Fig. 1: run 1, the metal 1 layer
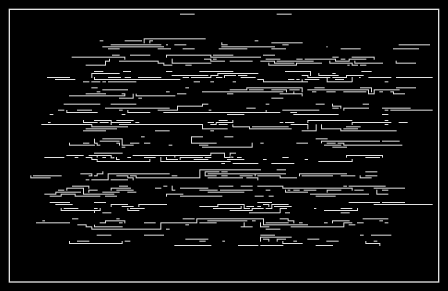
Fig. 2: run 1, M2 wires
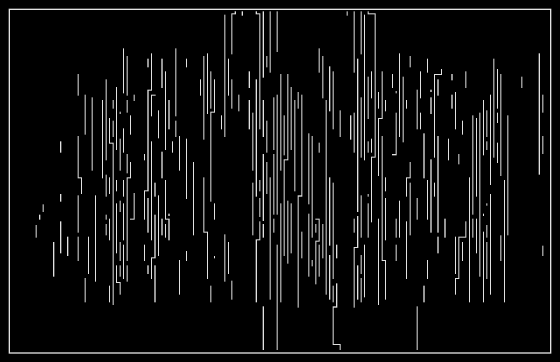
Fig. 3: run 1, M3 wires
Scale bar: 20 µm.
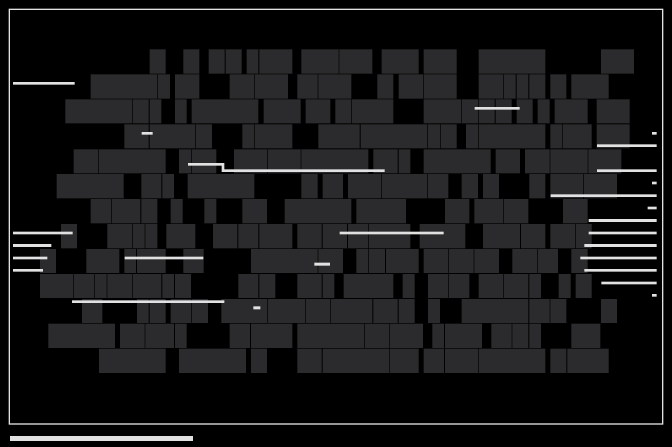
Fig. 4: run 1, sequential cells coloured by netlist name
Scale bar: 20 µm. Other sequential cells in the stronger grey, the rest of the logic in the fainter grey.
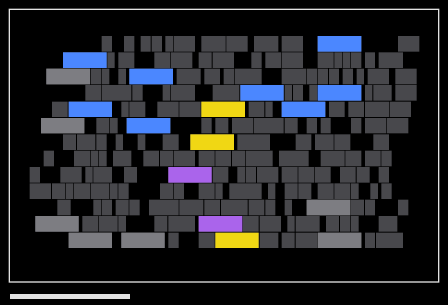
===== src/rtl/sqd_pkg.sv =====
// Shared types and constants for the sqd detector scheduler.
// The residue step function mirrors what the external detector computes per bit.
package sqd_pkg;

  localparam int WORD_W_DEF = 8;
  localparam int ID_W       = 1;

  localparam logic [1:0] R0 = 2'd0;
  localparam logic [1:0] R1 = 2'd1;
  localparam logic [1:0] R2 = 2'd2;

  typedef enum logic [1:0] {
    IDLE  = 2'd0,
    CLEAR = 2'd1,
    SHIFT = 2'd2,
    RESP  = 2'd3
  } state_t;

  // One MSB-first step of a mod-3 residue: r' = (2r + x) mod 3.
  function automatic logic [1:0] res_step(input logic [1:0] r, input logic x);
    logic [1:0] n;
    n = R0;
    case (r)
      R0:      n = x ? R1 : R0;
      R1:      n = x ? R0 : R2;
      R2:      n = x ? R2 : R1;
      default: n = R0;
    endcase
    return n;
  endfunction

endpackage


===== src/rtl/sqd_rr_arb2.sv =====
// Two-way round-robin arbiter: a lone requester always wins,
// and on contention the pointer decides.
module sqd_rr_arb2
  import sqd_pkg::*;
(
  input  logic [1:0]      valid,
  input  logic [ID_W-1:0] ptr,
  output logic [ID_W-1:0] grant_id,
  output logic            grant_valid
);

  always_comb begin
    grant_valid = |valid;
    grant_id    = ptr;
    if (valid == 2'b01) begin
      grant_id = 1'b0;
    end else if (valid == 2'b10) begin
      grant_id = 1'b1;
    end
  end

endmodule


===== src/rtl/sqd_sched.sv =====
// Schedules two requesters onto one serial mod-3 detector: clear it, shift a word
// in MSB first, then hold the detector's residue (checked against a local model).
module sqd_sched
  import sqd_pkg::*;
#(
  parameter int WORD_W = WORD_W_DEF
) (
  input  logic              clock,
  input  logic              reset,
  input  logic              req0_valid,
  input  logic [WORD_W-1:0] req0_data,
  output logic              req0_ready,
  input  logic              req1_valid,
  input  logic [WORD_W-1:0] req1_data,
  output logic              req1_ready,
  output logic              det_clr,
  output logic              det_x,
  input  logic [1:0]        det_z,
  output logic              rsp_valid,
  output logic [ID_W-1:0]   rsp_id,
  output logic [1:0]        rsp_rem,
  output logic              rsp_err,
  input  logic              rsp_ready
);

  localparam int CNT_W = (WORD_W > 1) ? $clog2(WORD_W) : 1;
  localparam logic [CNT_W-1:0] CNT_LAST = CNT_W'(WORD_W - 1);

  state_t            state_q, state_d;
  logic [ID_W-1:0]   rr_ptr;
  logic [WORD_W-1:0] shreg;
  logic [CNT_W-1:0]  cnt;
  logic [1:0]        res_q, res_next;
  logic [ID_W-1:0]   rsp_id_q;
  logic [1:0]        rsp_rem_q;
  logic              rsp_err_q;
  logic [ID_W-1:0]   grant_id;
  logic              grant_valid;
  logic              last_bit;

  sqd_rr_arb2 u_arb (
    .valid       ({req1_valid, req0_valid}),
    .ptr         (rr_ptr),
    .grant_id    (grant_id),
    .grant_valid (grant_valid)
  );

  assign last_bit = (state_q == SHIFT) && (cnt == CNT_LAST);
  assign res_next = res_step(res_q, shreg[WORD_W-1]);

  always_ff @(posedge clock) begin
    if (!reset) begin
      state_q <= IDLE;
    end else begin
      state_q <= state_d;
    end
  end

  always_comb begin
    state_d = state_q;
    case (state_q)
      IDLE:    if (grant_valid) state_d = CLEAR;
      CLEAR:   state_d = SHIFT;
      SHIFT:   if (last_bit) state_d = RESP;
      RESP:    if (rsp_ready) state_d = IDLE;
      default: state_d = IDLE;
    endcase
  end

  // While reset is held the outputs are forced to their idle values,
  // independent of whatever the registers hold before the first edge.
  always_comb begin
    req0_ready = reset && (state_q == IDLE) && grant_valid && (grant_id == 1'b0);
    req1_ready = reset && (state_q == IDLE) && grant_valid && (grant_id == 1'b1);
    det_clr    = !reset || (state_q == CLEAR);
    det_x      = reset && (state_q == SHIFT) && shreg[WORD_W-1];
    rsp_valid  = reset && (state_q == RESP);
    rsp_id     = reset ? rsp_id_q  : '0;
    rsp_rem    = reset ? rsp_rem_q : R0;
    rsp_err    = reset && rsp_err_q;
  end

  always_ff @(posedge clock) begin
    if (!reset) begin
      rr_ptr    <= '0;
      shreg     <= '0;
      cnt       <= '0;
      res_q     <= R0;
      rsp_id_q  <= '0;
      rsp_rem_q <= R0;
      rsp_err_q <= 1'b0;
    end else begin
      case (state_q)
        IDLE: begin
          if (grant_valid) begin
            shreg    <= (grant_id == 1'b1) ? req1_data : req0_data;
            rsp_id_q <= grant_id;
          end
        end
        CLEAR: begin
          cnt   <= '0;
          res_q <= R0;
        end
        SHIFT: begin
          shreg <= shreg << 1;
          cnt   <= cnt + CNT_W'(1);
          res_q <= res_next;
          if (last_bit) begin
            rsp_rem_q <= det_z;
            rsp_err_q <= (res_next != det_z);
          end
        end
        RESP: begin
          if (rsp_ready) rr_ptr <= ~rsp_id_q;
        end
        default: ;
      endcase
    end
  end

endmodule


===== config.mk =====
export PLATFORM = sky130hd
export DESIGN_NAME = sqd_sched
export DESIGN_NICKNAME = d
export VERILOG_FILES = /design/src/rtl/sqd_pkg.sv /design/src/rtl/sqd_rr_arb2.sv /design/src/rtl/sqd_sched.sv
export SDC_FILE = /design/constraint.sdc
export NUM_CORES = 1
export LEC_CHECK = 0
export CAP_MARGIN = 30
export CORE_ASPECT_RATIO = 0.6
export CORE_MARGIN = 3
export CORE_UTILIZATION = 47
export DETAILED_ROUTE_END_ITERATION = 12
export GPL_ROUTABILITY_DRIVEN = 0
export PLACE_DENSITY_LB_ADDON = 0.25
export SYNTH_ARGS = -nofsm -noshare
export SYNTH_HDL_FRONTEND = slang
export SYNTH_HIERARCHICAL = 1
export SYNTH_SLANG_ARGS = --single-unit

===== constraint.sdc =====
create_clock -name clock -period 1.9 [get_ports clock]
set_input_delay 0.57 -clock clock [delete_from_list [all_inputs] [get_ports clock]]
set_output_delay 0.57 -clock clock [all_outputs]
set_load 0.01 [all_outputs]

==> impl_metrics.py, run 1 <==
# Synthesis and PnR figures
metrics = {
    "sta": {
        "grt_setup_unrepaired": "true",
        "finalSetupViolations": 0,
        "slew_headroom": 0.760,
        "holdWs_ps": 461,
    },
    "power": {
        "p_int_mw": 1.05,
        "total_power_mw": 1.62,
        "comb_power_share": 0.483,
        "p_seq_mw": 0.558,
        "power_leader": "combinational cells",
        "powerDensity_nw_per_um2": 960,
        "comb_power_mw": 0.783,
    },
    "setup_path": {
        "cp.required_ps": 1330,
        "cp.arrival_ps": 1310,
        "crit_top_cell": "buf_2",
        "worstSetupStartpointType": "input pin",
        "crit_chain": "buf_2, nor2_2, o21ai_2, buf_4, nor3b_2, buf_2",
        "critPathCaptureType": "output pin",
        "critPathTopFamily": "buffers and inverters",
        "ff2ff_setup_slack_ps": 210,
    },
    "cells_and_area": {
        "final_util": 0.736,
        "seqCellArea_um2": 400,
        "final-comb-area_um2": 736,
        "inverters": 11,
        "nets": 226,
        "layout_top_cell": "dfxtp_1",
        "sh_seq_area": 0.237,
        "dominant_cells": "combinational gates",
        "clkCellAreaFrac": 0.0245,
        "n_all_buffers": 53,
        "fin_area_um2": 1690,
        "diodes": 0,
    },
    "die": {
        "num_tap_cells": 30,
        "fp_util": 0.521,
        "die_x_um": 71.1,
        "num_rows": 13,
        "core_um2": 2290,
        "die-height_um": 45.1,
    },
    "hold_path": {
        "min_from": "shreg[2]$_SDFFE_PN0P_",
    },
    "cts": {
        "postCtsSetupBuffers": 5,
        "cts_tree": "built",
        "clkTransAtPathRegs_ps": 70,
        "cts_buffer_depth": 2,
        "cts_buffers": 3,
        "cts_max_level": 1,
    },
    "outcome": {
        "status": "completed",
    },
    "global_route": {
        "antenna_found_initial": 0,
        "first_global_vias": 1121,
    },
    "synth": {
        "synthCells": 146,
        "synth_chip_area_um2": 1190,
        "syn_area_um2": 1190,
        "yosysWarnings": 6,
        "synth_flops": 20,
        "syn_nets": 176,
        "synth-seq-area-share": 0.335,
        "syn_avg_cell_area_um2": 8.18,
    },
    "run": {
        "cap_viol_max_count": 0,
    },
    "routing": {
        "wl_met2_mm": 1.50,
        "first_iter_violations": 34,
        "wl_met3_um": 155,
        "routed.top_layer": "met4",
        "firstDrtPassIters": 4,
    },
    "placed_design": {
        "hpwl_mm": 2.23,
        "post_dp_cell_area_um2": 1630,
    },
}
Notes on Fig. 1 above:
The wires run mostly horizontal. 206 nets have wire on it. The layer carries 1370 µm of wire. The longest straight run is 19.3 µm. The layer holds 45% of the routed length.

Notes on Fig. 2 above:
The layer holds 49% of the routed length. The layer carries 1500 µm of wire.
final WL: 3.07 mm
met2 global-route usage: 0.398
vias: 1165

Notes on Fig. 3 above:
The wires run mostly horizontal. The longest straight run is 17.5 µm. 24 nets have wire on it. The layer carries 156 µm of wire.
GR Util met3: 0.0444

Notes on Fig. 4 above:
Key: blue = shreg [placed flops 8]; purple = state_q [placed flops 2]; yellow = cnt [placed flops 3]
Another 7 sequential cells are not coloured.

-- run 1: synthesized netlist by cell type --
cell	count	area, µm²
dfxtp_1	20	400
nand2_1	19	71.3
inv_1	11	41.3
o21ai_0	11	55.1
a21boi_0	9	67.6
a21oi_1	9	45.0
and2_1	8	50.1
ha_1	7	87.6
mux2_2	7	78.8
clkbuf_1	5	18.8
nand2b_1	5	31.3
a21boi_1	3	22.5
nor2b_1	3	18.8
xnor2_1	3	26.3
buf_2	2	10.0
mux2i_1	2	20.0
nand3_1	2	10.0
nor2_1	2	7.51
nor3_1	2	10.0
o21ai_1	2	10.0
a21o_1	1	7.51
a31oi_1	1	6.26
and3_1	1	6.26
and4_1	1	8.76
buf_4	1	7.51
mux2i_2	1	13.8
nand3b_1	1	7.51
nor3b_1	1	7.51
o21a_1	1	7.51
o221ai_1	1	8.76
o2bb2ai_1	1	8.76
o31ai_1	1	7.51
or2_1	1	6.26
or3b_1	1	8.76
-- run 1: registers in the layout (all words and copies together) (netlist names) --
register and cells:
cnt 3, rr_ptr 1, rsp_rem_q 2, res_q 2, rsp_err_q 1, rsp_id_q 1
state_q 2, shreg 8
-- run 1: kinds of logic (layout without fill, tap and decap cells) --
group,count (synthesis),count (layout),synth area share
and+or+nand+nor,47,47,0.204
AOI/OAI and AO/OA,40,40,0.206
DFF,20,20,0.335
buffers and inverters,19,67,0.0649
muxes,10,10,0.0942
adders and majority gates,7,7,0.0733
xor gates and xnor gates,3,3,0.0220
-- run 1: metrics by stage --
stage	TNS, ps	cells	setup WS, ps
global placement	-7770	215	-703
finish	0	224	20.7
floorplan	0	146	125
CTS	0	223	5.26
global route	-74.0	224	-45.7
detailed placement	-8390	215	-804
Fig. 5: run 1, routing congestion map
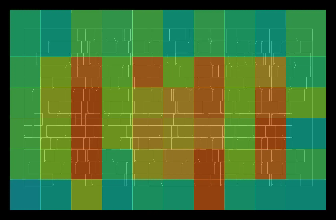

==> run 2, diff against run 1 <==
- CORE_UTILIZATION: 47 -> 51
- clock period: 1.9 -> 2.41 ns (I/O delays scaled with it)
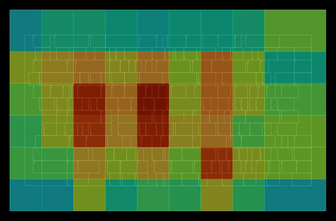
Fig. 6. Routing congestion map (run 2).
GR Util met3: 0.0699
met2 global-route usage: 0.400
Tot GR Track Use: 0.223
DR WL/cell: 14.7 µm

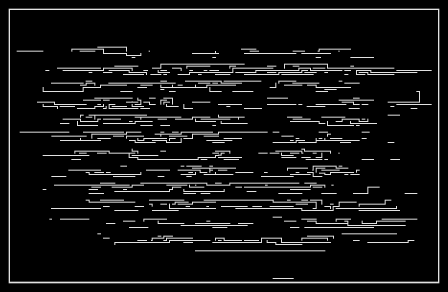
Fig. 7. The metal 1 layer (run 2).
The longest straight run is 20.7 µm. The wires run mostly horizontal. 189 nets have wire on it.
final WL: 3.11 mm
vias: 1154
GR Util met1: 0.267

==> run 2 against run 1 <==
Compared with the run above:
- sequential cell count unchanged
- worst setup slack better by 44 ps
- sequential power down 19%
- die size is 7.0% lower
- first-iteration DRC count rose to 2.9 times the previous value
- critical endpoint is now det_clr
- synthesized cell count is the same
- final cell count is 5.4% lower
- clock-buffer cell count did not move
- cell area down 3.2%
==> impl_metrics.py, run 2 <==
# Synthesis and PnR figures
metrics = {
    "synth": {
        "logic_family": "AND-OR/OR-AND gates",
        "top_cell": "dfxtp_1",
        "syn_nets": 176,
        "ys_async_sr_fraction": 0,
        "synth_flops": 20,
        "syn_area_um2": 1190,
        "synth_chip_area_um2": 1190,
        "ys_types": 34,
        "ys_sh_adder": 0.0733,
        "yosys.area_share.simple": 0.204,
        "synth_top_area_share": 0.335,
        "synthCells": 146,
        "syn_avg_cell_area_um2": 8.18,
        "synthFlopType": "dfxtp_1",
        "synth-seq-area-share": 0.335,
        "top_cells_by_count": "dfxtp_1 (20), nand2_1 (19), inv_1 (11), o21ai_0 (11)",
        "top_cells_by_area": "dfxtp_1 (34%), ha_1 (7.3%), mux2_2 (6.6%), nand2_1 (6.0%), a21boi_0 (5.7%)",
        "synthAoiAreaFrac": 0.206,
        "yosysWarnings": 6,
        "edf_count": 0,
        "yosysCellCount": 146,
        "yosysTopAreaCell": "dfxtp_1",
        "yosys-mux-area-fraction": 0.0942,
        "xor_area_frac": 0.0220,
    },
    "setup_path": {
        "cp.arrival_ps": 1620,
        "slowest_delay_ps": 540,
        "ff2ff_setup_slack_ps": 680,
        "cp.required_ps": 1690,
        "reg2reg_to": "shreg[5]$_SDFFE_PN0P_",
        "worstSetupStartpointType": "input pin",
        "cpMaxStageDelayCell": "clkdlybuf4s50_1",
        "critPathCaptureType": "output pin",
        "crit_fanout": 8,
        "cp-endpoint": "det_clr",
        "critPathTopFamily": "buffers and inverters",
        "crit_chain": "clkbuf_4, buf_4, nand2b_1, clkdlybuf4s50_1",
        "critPathKind": "in2out",
        "r2r_start": "state_q[0]$_SDFFE_PN0P_",
    },
    "cts": {
        "cts_sinks": 20,
        "cts-root-buf": "clkbuf_8",
        "cts_buffer_depth": 2,
        "clkTransAtPathRegs_ps": 70,
        "cts_tree": "built",
        "cts_buffers": 3,
        "cts_max_level": 1,
        "hold_buffers": 0,
    },
    "die": {
        "die_x_um": 68.5,
        "dieArea_um2": 2980,
        "die-height_um": 43.5,
        "core_um2": 2030,
        "fp_util": 0.590,
        "num_rows": 12,
        "ioPinCount": 32,
    },
    "sta": {
        "max_freq_mhz": 426,
        "period_needed_ps": 2350,
        "fin_ws_ps": 64.6,
        "finalSetupViolations": 0,
        "slew_headroom": 0.790,
        "finalMaxSlewViolations": 0,
        "finalClockPeriodUsage": 0.973,
        "holdWs_ps": 466,
        "worst_slew_pin_slew_ps": 315,
        "clock_skew_ps": 2.00,
        "grt_setup_unrepaired": "false",
    },
    "cells_and_area": {
        "syn_to_final_growth_pct": 36.8,
        "reg_top3": "shreg x8, cnt x3",
        "largest_reg_flops": 8,
        "layout_top_cell": "clkdlybuf4s50_1",
        "largest_register": "shreg",
        "diodes": 0,
        "nets": 216,
        "lay_top_cells": "clkdlybuf4s50_1 (22), dfxtp_1 (20), nand2_1 (19), buf_4 (12)",
        "fillerInstances": 132,
    },
    "global_route": {
        "antenna_found_initial": 0,
        "first_global_vias": 1130,
        "grt-ovfl-total": 0,
        "grt_max_degree": 26,
    },
    "placed_design": {
        "place.port_buffers": 31,
        "hpwl_mm": 2.31,
        "place_ws_ps": -586,
    },
    "hold_path": {
        "min_to": "shreg[6]$_SDFFE_PN0P_",
        "hold_depth": 2,
        "min_from": "shreg[6]$_SDFFE_PN0P_",
    },
    "power": {
        "powerDensity_nw_per_um2": 739,
        "vdd_drop_max_uv": 645,
    },
    "routing": {
        "first_iter_violations": 97,
        "firstDrtPassIters": 4,
    },
    "run": {
        "warnings": 30,
        "cap_viol_max_count": 0,
    },
    "outcome": {
        "status": "completed",
    },
}
## run 2: cell counts after synthesis
No cell type changed its count.
## run 2: cells by family (layout without fill, tap and decap cells)
| family | after synthesis | count (layout) |
|---|---|---|
| and+or+nand+nor | 47 | 47 |
| muxes | 10 | 10 |
| xor gates and xnor gates | 3 | 3 |
| AOI/OAI and AO/OA | 40 | 40 |
| DFF | 20 | 20 |
| buffers and inverters | 19 | 57 |
| adders and majority gates | 7 | 7 |
## run 2: per-layer routing
metal,routed length [µm],GRT usage,vias to the layer above
met5,0,0,-
met4,28,0.0277,0
met3,222,0.0699,7
met2,1560,0.400,42
met1,1310,0.267,536
li1,-,-,569
## run 2: stage by stage
step	util	cell area (µm²)	total power, mW	cells	TNS, ps
floorplan	-	1190	0.806	146	0
global placement	0.783	1590	0.951	208	-4270
detailed placement	0.783	1590	0.989	208	-4500
CTS	0.801	1620	1.21	212	0
global route	0.806	1630	1.30	212	0
finish	0.806	1630	1.21	212	0
## run 2: what timing repair did
item                       in CTS  in global routing
cloned                          0                  0
gates resized                  19                  4
pin swaps                       4                  0
buffers inserted                1                  0
setup endpoints to repair       9                  3
## run 2: tightest hold or removal path: stages (launching register included)
cell and delay [ps]:
dfxtp_1 310, nand2_1 50, a21boi_1 60
## run 2: cell type report
class / count / area (µm²) / share of cell area
repair buffers: 43 / 388 / 0.237
well taps: 28 / 35.0 / 0.0214
multi-input cells: 107 / 728 / 0.446
inverters: 11 / 41.3 / 0.0253
clock buffers: 3 / 41.3 / 0.0253
flip-flops and latches: 20 / 400 / 0.245
## run 2: where the power goes
group          switching [mW]  internal, mW  total [mW]  leakage [nW]
clock network           0.101         0.111       0.212        0.0216
registers              0.0509         0.403       0.454         0.163
logic                   0.290         0.252       0.541         0.508
Power is estimated from default activity; no workload was simulated.
